`src/rtl/accel_spi_reader.sv`:
```
// SPI mode-0 master for an ADXL362: writes POWER_CTL once, then periodically burst-reads
// XDATA/YDATA/ZDATA and packs {sample count, X, Y, Z} for an 8-digit hex display.
module accel_spi_reader #(
    parameter int CLK_DIV     = 50,
    parameter int POLL_CYCLES = 10_000_000
) (
    input  logic        clk,
    input  logic        rst,
    input  logic        miso,
    output logic        sclk,
    output logic        mosi,
    output logic        cs_n,
    output logic [7:0]  x_data,
    output logic [7:0]  y_data,
    output logic [7:0]  z_data,
    output logic        sample_valid,
    output logic [31:0] display_word
);

    localparam int DIV_W = $clog2(CLK_DIV);
    localparam int TMR_W = $clog2(POLL_CYCLES);
    localparam logic [DIV_W-1:0] DIV_LAST  = DIV_W'(CLK_DIV - 1);
    localparam logic [TMR_W-1:0] POLL_LAST = TMR_W'(POLL_CYCLES - 1);
    localparam logic [39:0] WRITE_FRAME = {24'h0A2D02, 16'h0000};
    localparam logic [39:0] READ_FRAME  = 40'h0B08000000;

    typedef enum logic [2:0] {INIT, XFER_W, GAP, XFER_R, UPDATE} state_t;

    state_t           state, next_state;
    logic [DIV_W-1:0] div_cnt;
    logic [6:0]       half_cnt;
    logic [38:0]      tx_shift;
    logic [23:0]      rx_shift;
    logic [TMR_W-1:0] poll_timer;
    logic [7:0]       sample_cnt;
    logic [39:0]      load_frame;
    logic             in_xfer, half_end, last_half, frame_done, timer_done;
    logic             load_w, load_r;

    // A frame is 2N+1 half-periods: a lead-in low half, N high/low bit periods,
    // then a trailing low half before cs_n releases.
    assign in_xfer    = (state == XFER_W) || (state == XFER_R);
    assign half_end   = (div_cnt == DIV_LAST);
    assign last_half  = (state == XFER_R) ? (half_cnt == 7'd80) : (half_cnt == 7'd48);
    assign frame_done = in_xfer && half_end && last_half;
    assign timer_done = (poll_timer == POLL_LAST);
    assign load_frame = load_w ? WRITE_FRAME : READ_FRAME;

    always_ff @(posedge clk) begin
        if (rst) state <= INIT;
        else     state <= next_state;
    end

    always_comb begin
        next_state   = state;
        sample_valid = 1'b0;
        load_w       = 1'b0;
        load_r       = 1'b0;
        case (state)
            INIT: begin
                load_w     = 1'b1;
                next_state = XFER_W;
            end
            XFER_W: if (frame_done) next_state = GAP;
            GAP: if (timer_done) begin
                load_r     = 1'b1;
                next_state = XFER_R;
            end
            XFER_R: if (frame_done) next_state = UPDATE;
            UPDATE: begin
                sample_valid = 1'b1;
                next_state   = GAP;
            end
            default: next_state = INIT;
        endcase
    end

    // Bit engine: the first bit is presented together with cs_n falling,
    // miso is captured on each rise, the next mosi bit is driven on each fall.
    always_ff @(posedge clk) begin
        if (rst) begin
            cs_n     <= 1'b1;
            sclk     <= 1'b0;
            mosi     <= 1'b0;
            div_cnt  <= '0;
            half_cnt <= '0;
            tx_shift <= '0;
            rx_shift <= '0;
        end else if (load_w || load_r) begin
            cs_n     <= 1'b0;
            sclk     <= 1'b0;
            mosi     <= load_frame[39];
            tx_shift <= load_frame[38:0];
            div_cnt  <= '0;
            half_cnt <= '0;
        end else if (in_xfer) begin
            if (half_end) begin
                div_cnt  <= '0;
                half_cnt <= half_cnt + 7'd1;
                if (last_half) begin
                    cs_n <= 1'b1;
                    mosi <= 1'b0;
                end else if (!half_cnt[0]) begin
                    sclk     <= 1'b1;
                    rx_shift <= {rx_shift[22:0], miso};
                end else begin
                    sclk     <= 1'b0;
                    mosi     <= tx_shift[38];
                    tx_shift <= {tx_shift[37:0], 1'b0};
                end
            end else begin
                div_cnt <= div_cnt + 1'b1;
            end
        end
    end

    // Restarting the timer at the end of the init write gives the first read a full poll interval.
    always_ff @(posedge clk) begin
        if (rst)                                      poll_timer <= '0;
        else if ((state == XFER_W && frame_done) || timer_done) poll_timer <= '0;
        else                                          poll_timer <= poll_timer + 1'b1;
    end

    always_ff @(posedge clk) begin
        if (rst) begin
            x_data       <= '0;
            y_data       <= '0;
            z_data       <= '0;
            sample_cnt   <= '0;
            display_word <= '0;
        end else if (state == UPDATE) begin
            x_data       <= rx_shift[23:16];
            y_data       <= rx_shift[15:8];
            z_data       <= rx_shift[7:0];
            sample_cnt   <= sample_cnt + 8'd1;
            display_word <= {sample_cnt + 8'd1, rx_shift};
        end
    end

endmodule

```
`config.mk`:
```
export PLATFORM = sky130hd
export DESIGN_NAME = accel_spi_reader
export DESIGN_NICKNAME = d
export VERILOG_FILES = /design/src/rtl/accel_spi_reader.sv
export SDC_FILE = /design/constraint.sdc
export NUM_CORES = 1
export LEC_CHECK = 0
export CAP_MARGIN = 10
export CORE_MARGIN = 2
export CORE_UTILIZATION = 40
export DETAILED_ROUTE_END_ITERATION = 10
export SLEW_MARGIN = 20
export SYNTH_ARGS = -nofsm -noshare
export SYNTH_HDL_FRONTEND = slang
export SYNTH_SLANG_ARGS = --single-unit
```
`constraint.sdc`:
```
create_clock -name clk -period 5.82 [get_ports clk]
set_clock_uncertainty 0.15 [all_clocks]
set_input_delay 1.164 -clock clk [delete_from_list [all_inputs] [get_ports clk]]
set_output_delay 1.164 -clock clk [all_outputs]
set_load 0.02 [all_outputs]
```
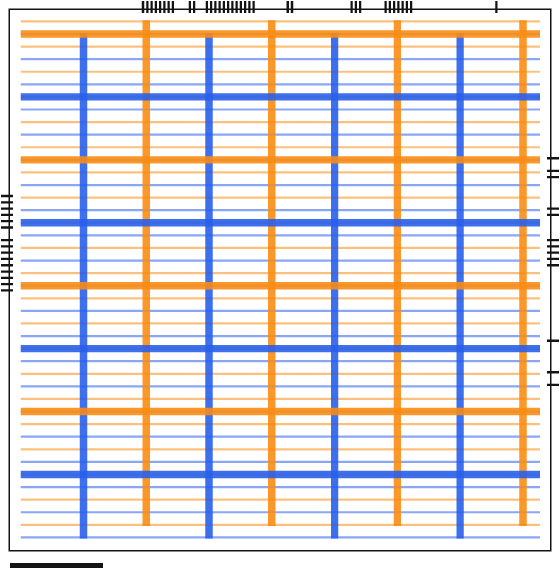
Fig. 1. Power grid.
Bar = 20 um. Pins as bars on the die edge.
- orange: VDD
- blue: VSS
- met5 straps: 8
- rows: 41
- signal pins: 63
- met1 rails: 42
- met4 straps: 8

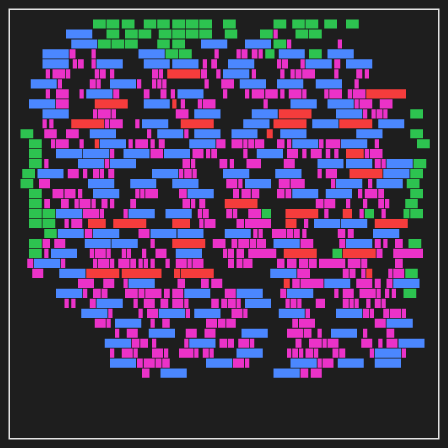
Fig. 2. Cell classes on the final placement.
- red: clock drivers and dummy loads (cells 30; share of their area 9.6%)
- blue: sequential cells (cells 121; share of their area 41%)
- magenta: combinational and other logic (cells 390; share of their area 39%)
- green: remaining buffers and delay cells (cells 66; share of their area 11%)

==> run_results.csv <==
group,metric,value,unit
run_status,status,"finished, final reports clean",
final_layout,clock_cell_area_share,0.0924,
final_timing,min_period,3.31,ns
final_timing,setup_violations,0,
worst_setup_path,critPathLaunchType,"flip-flop",
yosys,fp_nets,571,
final_timing,tightest_slew,0.942,ns
clocking,cts_tree,"built",
placed_design,place_worst_setup_slack,2.90,ns
yosys,ys_sh_mux,0.0537,
placed_design,dpl_cell_area,5600,um2
yosys,synth-edff-count,0,
detailed_routing,ant_nets,0,
detailed_routing,wl_met2,4410,um
power,power_leader,"clock",
worst_setup_path,rr_worst_depth,7,
floorplanning,rows,41,
detailed_routing,top_layer_used,"met4",
clocking,clkSlewWorstSetupHoldPaths,0.05,ns
final_layout,inv_count,19,
yosys,ys_async_sr_fraction,0,
yosys,synth.distinct_cells,54,
yosys,yosys-stat-cells,562,
detailed_routing,first_pass_iters,4,
yosys,largest_area_cell,"dfxtp_1",
power,clock_power,999,uW
power,switchingPower,377,uW
clocking,clock_path_buffers,2,
worst_setup_path,required,4.51,ns
final_layout,logic_gate_count,371,
detailed_routing,drc,0,
worst_setup_path,r2r_slack,3.05,ns
min_path,hold_end,"display_word[23]",
global_route,antenna_found_initial,0,
final_layout,buffers,66,
power,p_per_area,305,nW/um2
power,netSwitchingFraction,0.200,
yosys,netlist_logic_family_top,"simple AND/OR/NAND/NOR gates",
global_route,top_usage_layer,"met2",
clocking,cts.repair.resized,0,
placed_design,dp_hpwl,6150,um
final_layout,drive_gt1_frac,0.0873,
power,seq_power_share,0.448,
worst_setup_path,reg2reg_to,"poll_timer[8]",
final_layout,area_growth,21.5,%
yosys,synth_flops,121,
global_route,gr-usage-met3,0.0451,
worst_setup_path,cp-end-kind,"primary output",
final_layout,top_regs,"poll_timer (24), rx_shift (24), tx_shift (22)",
final_layout,buf_share,0.105,
placed_design,dp_cells,749,
final_timing,fin_ws,2.51,ns
yosys,xor_area_frac,0.0655,
Power is estimated from default activity; no workload was simulated.
